<file path="src/rtl/sum_squares_if.sv">
// sum_squares_if: coordinate-pair in / NBITS result out handshake bundle for sum_squares.
interface sum_squares_if #(parameter int NBITS = 8);
    localparam int W = NBITS / 2;
    logic [W-1:0]     X;
    logic [W-1:0]     Y;
    logic             iValid;
    logic             iReady;
    logic             oValid;
    logic             oReady;
    logic [NBITS-1:0] result;
    modport master (output X, Y, iValid, oReady, input iReady, oValid, result);
    modport slave  (input X, Y, iValid, oReady, output iReady, oValid, result);
endinterface

</file>
<file path="src/rtl/sum_squares.sv">
// sum_squares: X*X + Y*Y via serial shift-add, feeding the integer sqrt unit.
// Define SUM_SQUARES_SAT_EN to clamp overflow to all ones instead of wrapping.
module sum_squares #(
    parameter int NBITS = 8
) (
    input logic            clock,
    input logic            reset,
    sum_squares_if.slave   bus
);
    localparam int W = NBITS / 2;
    localparam int CW = (W > 1) ? $clog2(W) : 1;
    localparam logic [CW-1:0] LAST = CW'(W - 1);

    typedef enum logic [1:0] {IDLE, MULX, MULY, DONE} state_t;

    state_t           state, state_d;
    logic [W-1:0]     xr, yr, xr_d, yr_d, op;
    logic [CW-1:0]    cnt, cnt_d;
    logic [NBITS:0]   acc, acc_d, sum;
    logic [NBITS-1:0] res, res_d, red;
    logic             irdy, irdy_d, ovld, ovld_d;

    always_ff @(posedge clock or posedge reset) begin
        if (reset) begin
            state <= IDLE;
            xr    <= '0;
            yr    <= '0;
            cnt   <= '0;
            acc   <= '0;
            res   <= '0;
            irdy  <= 1'b0;
            ovld  <= 1'b0;
        end else begin
            state <= state_d;
            xr    <= xr_d;
            yr    <= yr_d;
            cnt   <= cnt_d;
            acc   <= acc_d;
            res   <= res_d;
            irdy  <= irdy_d;
            ovld  <= ovld_d;
        end
    end

    always_comb begin
        op  = (state == MULX) ? xr : yr;
        sum = acc + (op[cnt] ? ((NBITS+1)'(op) << cnt) : '0);
`ifdef SUM_SQUARES_SAT_EN
        red = sum[NBITS] ? '1 : sum[NBITS-1:0];
`else
        red = sum[NBITS-1:0];
`endif
        state_d = state;
        xr_d    = xr;
        yr_d    = yr;
        cnt_d   = cnt;
        acc_d   = acc;
        res_d   = res;
        irdy_d  = irdy;
        ovld_d  = ovld;
        case (state)
            IDLE: begin
                irdy_d = 1'b1;
                if (bus.iValid && irdy) begin
                    xr_d    = bus.X;
                    yr_d    = bus.Y;
                    acc_d   = '0;
                    cnt_d   = '0;
                    irdy_d  = 1'b0;
                    state_d = MULX;
                end
            end
            MULX: begin
                acc_d   = sum;
                cnt_d   = (cnt == LAST) ? '0 : cnt + 1'b1;
                state_d = (cnt == LAST) ? MULY : MULX;
            end
            MULY: begin
                acc_d = sum;
                cnt_d = (cnt == LAST) ? '0 : cnt + 1'b1;
                if (cnt == LAST) begin
                    res_d   = red;
                    ovld_d  = 1'b1;
                    state_d = DONE;
                end
            end
            default: begin
                if (ovld && bus.oReady) begin
                    ovld_d  = 1'b0;
                    irdy_d  = 1'b1;
                    state_d = IDLE;
                end
            end
        endcase
    end

    assign bus.iReady = irdy;
    assign bus.oValid = ovld;
    assign bus.result = res;
endmodule

</file>
<file path="src/flat_wrapper.sv">
// flat-port wrapper written by rule: the top's interface ports become plain ports
module sum_squares_flat 
#(
    parameter int NBITS = 8
)
  (clock, reset, bus_X, bus_Y, bus_iValid, bus_oReady, bus_iReady, bus_oValid, bus_result);
  sum_squares_if #(.NBITS(NBITS)) bus_i ();
  input logic clock;
  input logic reset;
  input wire logic [$bits(bus_i.X)-1:0] bus_X;
  input wire logic [$bits(bus_i.Y)-1:0] bus_Y;
  input wire logic [$bits(bus_i.iValid)-1:0] bus_iValid;
  input wire logic [$bits(bus_i.oReady)-1:0] bus_oReady;
  output wire logic [$bits(bus_i.iReady)-1:0] bus_iReady;
  output wire logic [$bits(bus_i.oValid)-1:0] bus_oValid;
  output wire logic [$bits(bus_i.result)-1:0] bus_result;
  assign bus_i.X = bus_X;
  assign bus_i.Y = bus_Y;
  assign bus_i.iValid = bus_iValid;
  assign bus_i.oReady = bus_oReady;
  assign bus_iReady = bus_i.iReady;
  assign bus_oValid = bus_i.oValid;
  assign bus_result = bus_i.result;
  sum_squares #(.NBITS(NBITS)) u_core (.clock(clock), .reset(reset), .bus(bus_i));
endmodule
</file>
<file path="config.mk">
export PLATFORM = sky130hd
export DESIGN_NAME = sum_squares_flat
export DESIGN_NICKNAME = d
export VERILOG_FILES = /design/src/rtl/sum_squares_if.sv /design/src/rtl/sum_squares.sv /design/src/flat_wrapper.sv
export SDC_FILE = /design/constraint.sdc
export NUM_CORES = 1
export LEC_CHECK = 0
export CAP_MARGIN = 30
export CELL_PAD_IN_SITES_DETAIL_PLACEMENT = 0
export CELL_PAD_IN_SITES_GLOBAL_PLACEMENT = 1
export CORE_ASPECT_RATIO = 0.6
export CORE_MARGIN = 1
export CORE_UTILIZATION = 46
export CTS_CLUSTER_DIAMETER = 50
export DETAILED_ROUTE_END_ITERATION = 16
export MAX_ROUTING_LAYER = met4
export PLACE_DENSITY_LB_ADDON = 0.1
export SYNTH_ARGS = -nofsm -noshare
export SYNTH_HDL_FRONTEND = slang
export SYNTH_SLANG_ARGS = --single-unit
</file>
<file path="constraint.sdc">
create_clock -name clock -period 4.43 [get_ports clock]
set_input_delay 0.6645 -clock clock [delete_from_list [all_inputs] [get_ports clock]]
set_output_delay 0.6645 -clock clock [all_outputs]
set_load 0.05 [all_outputs]
</file>
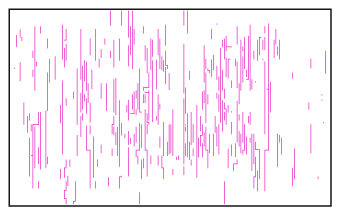
layer_met2.png
(4 px per µm)
wire length on this layer: 1380 µm
longest straight run: 31.6 µm
main direction: vertical
nets with wire on the layer: 177
share of all routed wire: 41%

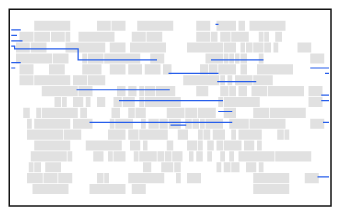
layer_met3.png
(4 px per µm)
nets with wire on the layer: 18
longest straight run: 35.4 µm
share of all routed wire: 5.5%
Via Count: 1260
wire length after detailed routing: 3.40 mm

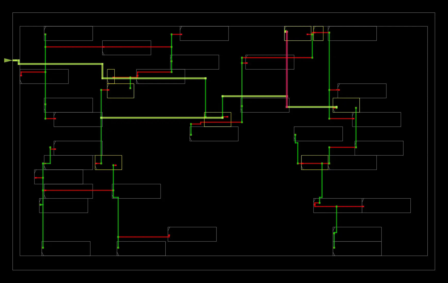
clocks.png
clk_buf instances: 7
flip-flop and latch count: 30
latest clock arrival within the worst-skew pair: 0.28 ns
clock tree sinks: 30

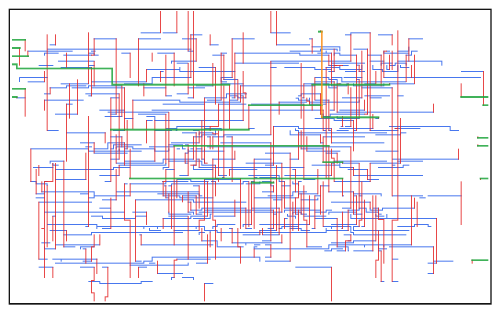
wires.png
(6 px per µm)
legend:
  red:
    layer: metal 2
    wire_length: 1380 µm
  green:
    layer: metal 3
    wire_length: 186 µm
  blue:
    layer: metal 1
    wire_length: 1820 µm
  orange:
    layer: metal 4
    wire_length: 14.3 µm

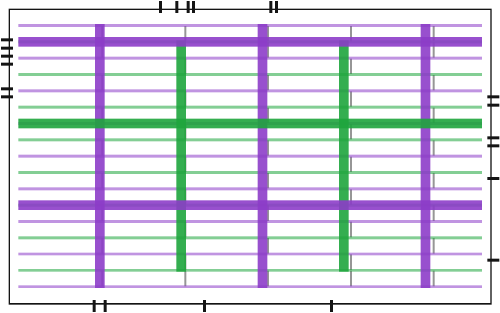
power_grid.png
(6 px per µm) Pins as bars on the die edge. Tap cells in grey.
legend:
  green:
    net: VDD
  purple:
    net: VSS
met5 straps: 3
met4 straps: 5
Die Y: 48.8 µm
IR drop worst, VDD: 376 µV
core region area: 3360 µm²
horizontal die dimension: 80.1 µm

==> tab_implementation.tex <==
% Generated from flow reports
\begin{tabular}{lr}
\hline
Metric & Value \\
\hline
\multicolumn{2}{l}{\textbf{Pwr}} \\
Power of the combinational group & 0.779 mW \\
Pwr Density & 705 nW/µm² \\
Clk power & 0.223 mW \\
\multicolumn{2}{l}{\textbf{Cells and area}} \\
Number of non-clock buffers & 22 \\
Area growth from synthesis to layout & 21.8\% \\
Multi-In Gates & 122 \\
Clock Network Area Fraction & 0.0446 \\
Share of post-route cells with drive strength above 1 & 0.120 \\
\multicolumn{2}{l}{\textbf{Synthesis}} \\
Proportion of netlist area held by the largest area contributor & 0.446 \\
Synth area leaders & dfrtp\_1, ha\_1, mux2\_2, nand2\_1, a21oi\_1 \\
Main logic family after synthesis & AND-OR/OR-AND gates \\
Top cell types by occurrence after synthesis & dfrtp\_1, nand2\_1, mux2\_2 \\
Post-Syn Area per Cell & 10.2 µm² \\
\multicolumn{2}{l}{\textbf{Global route}} \\
Number of antenna violations at the first check in global routing & 0 \\
Routing usage on met3 & 0.0617 \\
\multicolumn{2}{l}{\textbf{Outcome}} \\
Status & completed \\
\multicolumn{2}{l}{\textbf{Worst setup path}} \\
Slowest Stage Delay on Critical Path & 0.43 ns \\
\multicolumn{2}{l}{\textbf{Job}} \\
Max-cap check violation count & 0 \\
\multicolumn{2}{l}{\textbf{Min path}} \\
Min-delay worst type & flip-flop to flip-flop \\
Hold Crit Endpoint & u\_core.bus.result[1] \\
\multicolumn{2}{l}{\textbf{Drt}} \\
Drt first-iter violations & 46 \\
\multicolumn{2}{l}{\textbf{Placement}} \\
Worst slack after detailed placement & 1.48 ns \\
\multicolumn{2}{l}{\textbf{Timing}} \\
Tightest Pin Transition & 0.658 ns \\
Final period utilization & 0.672 \\
\multicolumn{2}{l}{\textbf{Die}} \\
Top-Level Pins & 22 \\
\hline
\end{tabular}
Power figures rest on the tool's default switching activity, not on a simulated workload.
